`src/rtl/icache_if.sv`:
```
// Instruction-fetch bundle: datapath request/response plus memory port.
// slave = cache side, master = datapath/memory environment side.
interface icache_if;
  logic        imemREN;
  logic [31:0] imemaddr;
  logic        ihit;
  logic [31:0] imemload;
  logic        iREN;
  logic [31:0] iaddr;
  logic        iwait;
  logic [31:0] iload;

  modport slave (
    input  imemREN,
    input  imemaddr,
    output ihit,
    output imemload,
    output iREN,
    output iaddr,
    input  iwait,
    input  iload
  );

  modport master (
    output imemREN,
    output imemaddr,
    input  ihit,
    input  imemload,
    input  iREN,
    input  iaddr,
    output iwait,
    output iload
  );
endinterface

```
`src/rtl/icache.sv`:
```
// Direct-mapped read-only instruction cache, one-word blocks.
// Hits answer combinationally; misses fetch one word then refetch hits.
module icache #(
  parameter int unsigned SETS  = 16,
  parameter int unsigned IDX_W = $clog2(SETS),
  parameter int unsigned TAG_W = 30 - IDX_W
) (
  input  logic        CLK,
  input  logic        nRST,
  icache_if.slave     bus,
  output logic [31:0] hit_count,
  output logic [31:0] miss_count
);

  typedef enum logic {IDLE, FETCH} state_t;

  state_t state;
  state_t next;

  logic [SETS-1:0]  valid;
  logic [TAG_W-1:0] tags [SETS];
  logic [31:0]      data [SETS];
  logic [31:0]      miss_addr;

  logic [IDX_W-1:0] idx;
  logic [TAG_W-1:0] tag;
  logic [IDX_W-1:0] fidx;
  logic [TAG_W-1:0] ftag;
  logic             hit;
  logic             lookup;
  logic             miss_start;
  logic             fill;
  logic             unused;

  assign idx  = bus.imemaddr[IDX_W+1:2];
  assign tag  = bus.imemaddr[31:IDX_W+2];
  assign fidx = miss_addr[IDX_W+1:2];
  assign ftag = miss_addr[31:IDX_W+2];

  assign unused = ^{bus.imemaddr[1:0], miss_addr[1:0]};

  assign hit        = valid[idx] && (tags[idx] == tag);
  assign lookup     = (state == IDLE) && bus.imemREN;
  assign miss_start = lookup && !hit;
  assign fill       = (state == FETCH) && !bus.iwait;

  always_ff @(posedge CLK or negedge nRST) begin
    if (!nRST) state <= IDLE;
    else       state <= next;
  end

  always_comb begin
    next = state;
    unique case (state)
      IDLE:  if (miss_start) next = FETCH;
      FETCH: if (!bus.iwait) next = IDLE;
    endcase
  end

  always_comb begin
    bus.ihit     = 1'b0;
    bus.imemload = '0;
    bus.iREN     = 1'b0;
    bus.iaddr    = '0;
    unique case (state)
      IDLE: begin
        bus.ihit = lookup && hit;
        if (bus.ihit) bus.imemload = data[idx];
      end
      FETCH: begin
        bus.iREN  = 1'b1;
        bus.iaddr = miss_addr;
      end
    endcase
  end

  always_ff @(posedge CLK or negedge nRST) begin
    if (!nRST) begin
      valid      <= '0;
      miss_addr  <= '0;
      hit_count  <= '0;
      miss_count <= '0;
    end else begin
      if (miss_start) begin
        miss_addr  <= bus.imemaddr;
        miss_count <= miss_count + 32'd1;
      end
      if (lookup && hit) hit_count <= hit_count + 32'd1;
      if (fill) valid[fidx] <= 1'b1;
    end
  end

  // Tag/data need no reset: they are only read behind a valid bit.
  always_ff @(posedge CLK) begin
    if (fill) begin
      tags[fidx] <= ftag;
      data[fidx] <= bus.iload;
    end
  end

endmodule

```
`src/flat_wrapper.sv`:
```
// flat-port wrapper written by rule: the top's interface ports become plain ports
module icache_flat 
#(
  parameter int unsigned SETS  = 16,
  parameter int unsigned IDX_W = $clog2(SETS),
  parameter int unsigned TAG_W = 30 - IDX_W
)
  (CLK, nRST, hit_count, miss_count, bus_imemREN, bus_imemaddr, bus_ihit, bus_imemload, bus_iREN, bus_iaddr, bus_iwait, bus_iload);
  icache_if bus_i ();
  input  logic CLK;
  input  logic nRST;
  output logic [31:0] hit_count;
  output logic [31:0] miss_count;
  input wire logic [$bits(bus_i.imemREN)-1:0] bus_imemREN;
  input wire logic [$bits(bus_i.imemaddr)-1:0] bus_imemaddr;
  output wire logic [$bits(bus_i.ihit)-1:0] bus_ihit;
  output wire logic [$bits(bus_i.imemload)-1:0] bus_imemload;
  output wire logic [$bits(bus_i.iREN)-1:0] bus_iREN;
  output wire logic [$bits(bus_i.iaddr)-1:0] bus_iaddr;
  input wire logic [$bits(bus_i.iwait)-1:0] bus_iwait;
  input wire logic [$bits(bus_i.iload)-1:0] bus_iload;
  assign bus_i.imemREN = bus_imemREN;
  assign bus_i.imemaddr = bus_imemaddr;
  assign bus_ihit = bus_i.ihit;
  assign bus_imemload = bus_i.imemload;
  assign bus_iREN = bus_i.iREN;
  assign bus_iaddr = bus_i.iaddr;
  assign bus_i.iwait = bus_iwait;
  assign bus_i.iload = bus_iload;
  icache #(.SETS(SETS), .IDX_W(IDX_W), .TAG_W(TAG_W)) u_core (.CLK(CLK), .nRST(nRST), .bus(bus_i), .hit_count(hit_count), .miss_count(miss_count));
endmodule
```
`config.mk`:
```
export PLATFORM = sky130hd
export DESIGN_NAME = icache_flat
export DESIGN_NICKNAME = d
export VERILOG_FILES = /design/src/rtl/icache_if.sv /design/src/rtl/icache.sv /design/src/flat_wrapper.sv
export SDC_FILE = /design/constraint.sdc
export NUM_CORES = 1
export LEC_CHECK = 0
export CORE_ASPECT_RATIO = 1.1
export CORE_MARGIN = 2
export CORE_UTILIZATION = 30
export DETAILED_ROUTE_END_ITERATION = 10
export GPL_TIMING_DRIVEN = 0
export PLACE_DENSITY = 0.52
export SLEW_MARGIN = 20
export SYNTH_ARGS = -nofsm -noshare
export SYNTH_HDL_FRONTEND = slang
export SYNTH_SLANG_ARGS = --single-unit
```
`constraint.sdc`:
```
create_clock -name CLK -period 14.8 [get_ports CLK]
set_input_delay 2.96 -clock CLK [delete_from_list [all_inputs] [get_ports CLK]]
set_output_delay 2.96 -clock CLK [all_outputs]
set_load 0.1 [all_outputs]
```
==> run_1/port_nets.png <==
Scale: 1 px per um.
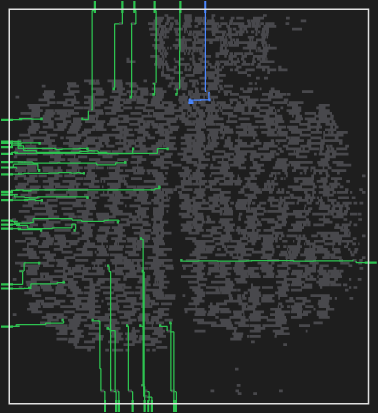
Key: bus_iwait = blue [direction input, edge top, end cells 4, buffers 1, wire 117 um]; bus_imemload = green [direction output, edge 17 left, 9 bottom, 5 top, 1 right, end cells 32, buffers 32, wire 3010 um]
Ports: 198
Port Buf Inserts: 192

==> run_1/final_placement.png <==
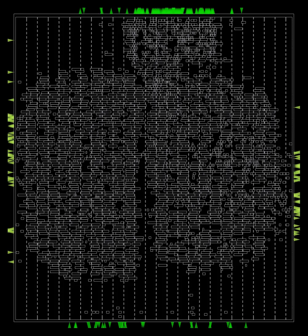
Core ar.: 136500 um^2
row cnt: 142

==> impl_metrics.csv, run 1 <==
group,metric,value,unit
status,run_status,"finished, final reports clean",
logic_synthesis,edf_count,928,
min_path,hold_end,"u_core.hit_count[31]",
logic_synthesis,synth_seq_share,74.34,%
setup_path,ff2ff_path_depth,9,
detailed_routing,postRouteAntennaNets,0,
detailed_routing,avgRoutedWirePerCell,27.26,um
logic_synthesis,netlist_instances,2013,
grt,use_met3,3.162,%
timing,layout_setup_ws,2828,ps
finish,num-nonclk-buffers,391,
logic_synthesis,fa_ha_area_share,0.06061,%
min_path,min_path_cells,1,
setup_path,reg2reg_from,"u_core.tags[7][20]",
timing,whs,466.0,ps
placement,dp_slack,2793,ps
finish,clock_buffers,142,
logic_synthesis,synth_flop_count,1041,
finish,largest_reg_flops,512,
clock_network,cts_buffers,109,
logic_synthesis,synth.cell_area,41290,um^2
finish,fin_cells,4311,
power,seq-power,3.50,mW
grt,grt.busiest_layer,"met2",
logic_synthesis,yosys.cell_count.top_type,"edfxtp_1",
finish,nNonClkInverters,9,
finish,n_antenna_cell,0,
clock_network,cts_setup_buffers,0,
job,warning_count,27,
logic_synthesis,xor_area_share,1.909,%
setup_path,endpoint_kind,"primary output",
timing,max_freq,0.08353,GHz
logic_synthesis,yosysTopAreaCell,"edfxtp_1",
finish,lay_top_cells,"edfxtp_1, mux4_2, clkdlybuf4s50_1",
setup_path,cp.depth,15,
setup_path,worstSetupEndpoint,"bus_imemload[30]",
finish,numSequentialCells,1041,
finish,area_delta_synth_final,23.25,%
timing,fin_skew,23.54,ps
power,sw_frac_of_total,25.00,%
detailed_routing,dr_wl_met2,60.04,mm
finish,drive_above_1_share,24.33,%
timing,min_period,11970,ps
logic_synthesis,yosysWarnings,0,
grt,antenna_found_initial,11,
power,leakage,16.94,nW
==> run_1/met1.png <==
Scale: 1.5 px per um. Supply wires on this layer in gray. Cells faint in the background.
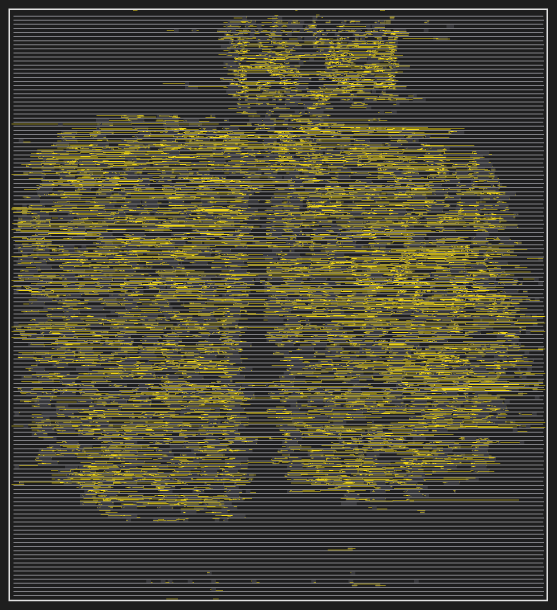
The layer carries 47.9 mm of wire. The wires run mostly horizontal. The longest straight run is 120 um. The layer holds 41% of the routed length. 2387 nets have wire on it.
met1 Usage GRT: 21.25%
WL final: 117.5 mm
Vias: 21350

==> inputs of run 2 (changes only) <==
Clock period 14.8 ns to 11.9 ns, I/O delays scaled along.
==> run_2/port_nets.png <==
Scale: 1 px per um.
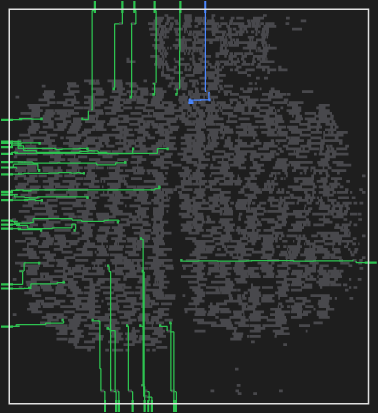
Key: bus_iwait = blue [direction input, edge top, end cells 4, buffers 1, wire 117 um]; bus_imemload = green [direction output, edge 17 left, 9 bottom, 5 top, 1 right, end cells 32, buffers 32, wire 3010 um]

==> impl_metrics.csv, run 2 <==
group,metric,value,unit
logic_synthesis,edf_count,928,
logic_synthesis,netlist_instances,2013,
detailed_routing,routed_wl,117.5,mm
grt,use_met3,3.162,%
timing,max_freq,0.09249,GHz
detailed_routing,vias,21350,
status,run_status,"finished, final reports clean",
timing,whs,466.0,ps
logic_synthesis,yosysWarnings,0,
finish,fin_cells,4311,
power,leakage,16.94,nW
setup_path,endpoint_kind,"primary output",
logic_synthesis,fa_ha_area_share,0.06061,%
finish,drive_above_1_share,24.33,%
timing,min_period,10810,ps
finish,largest_reg_flops,512,
clock_network,cts_buffers,109,
grt,use_met1,21.25,%
finish,numSequentialCells,1041,
logic_synthesis,yosysTopAreaCell,"edfxtp_1",
floorplanning,core_region_area,136500,um^2
power,sw_frac_of_total,25.00,%
finish,num-nonclk-buffers,391,
==> run_2/final_placement.png <==
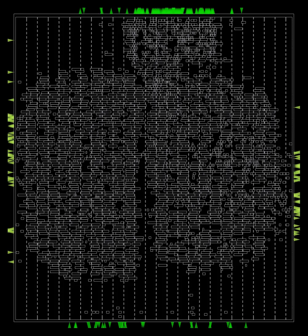

==> inputs of run 3 (changes only) <==
Settings changed: SLEW_MARGIN 20 to 40.
==> run_3/final_placement.png <==
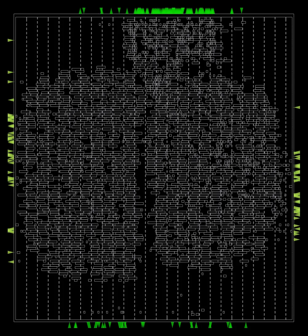
fill count: 12540
flop share of the area: 60.94%
tap cells: 1800

==> impl_metrics.csv, run 3 <==
group,metric,value,unit
clock_network,cts_setup_buffers,0,
clock_network,cts_buffers,109,
finish,fin_cells,4337,
placement,io_buffers,192,
finish,comb_share,19.94,%
logic_synthesis,synth_flop_count,1041,
grt,use_met3,2.764,%
setup_path,crit_start,"bus_imemaddr[3]",
logic_synthesis,yosysWarnings,0,
finish,n_antenna_cell,2,
placement,dp_slack,1753,ps
logic_synthesis,edf_count,928,
logic_synthesis,synth.cell_area,41290,um^2
power,ir_drop,0.0001246,V
setup_path,worstSetupEndpoint,"bus_imemload[30]",
detailed_routing,avgRoutedWirePerCell,27.09,um
logic_synthesis,fa_ha_area_share,0.06061,%
finish,drive_above_1_share,30.45,%
power,p_total,8.617,mW
job,warning_count,27,
detailed_routing,vias,21440,
setup_path,endpoint_kind,"primary output",
timing,rsz0062_at_grt,"false",
logic_synthesis,yosys.cell_count.top_type,"edfxtp_1",
finish,numSequentialCells,1041,
finish,largest_reg_flops,512,
finish,num-nonclk-buffers,417,
logic_synthesis,yosysTopAreaCell,"edfxtp_1",
power,seq-power,4.36,mW
grt,grt.busiest_layer,"met2",
finish,clock_buffers,148,
detailed_routing,routed_wl,117.5,mm
grt,use_met1,21.38,%
timing,min_period,10120,ps
logic_synthesis,ys_sh_mux,16.22,%
grt,antenna_found_initial,11,
status,run_status,"finished, final reports clean",
finish,area_delta_synth_final,21.99,%
floorplanning,num_rows,142,
min_path,hold_end,"u_core.valid[6]",
setup_path,reg2reg_from,"u_core.tags[7][20]",
finish,nNonClkInverters,9,
setup_path,ff2ff_path_depth,9,
timing,max_freq,0.09877,GHz
logic_synthesis,synth_seq_share,74.34,%
setup_path,cp.depth,15,
floorplanning,core_region_area,136500,um^2
finish,lay_top_cells,"edfxtp_1, mux4_2, buf_2",
Power is estimated from default activity; no workload was simulated.
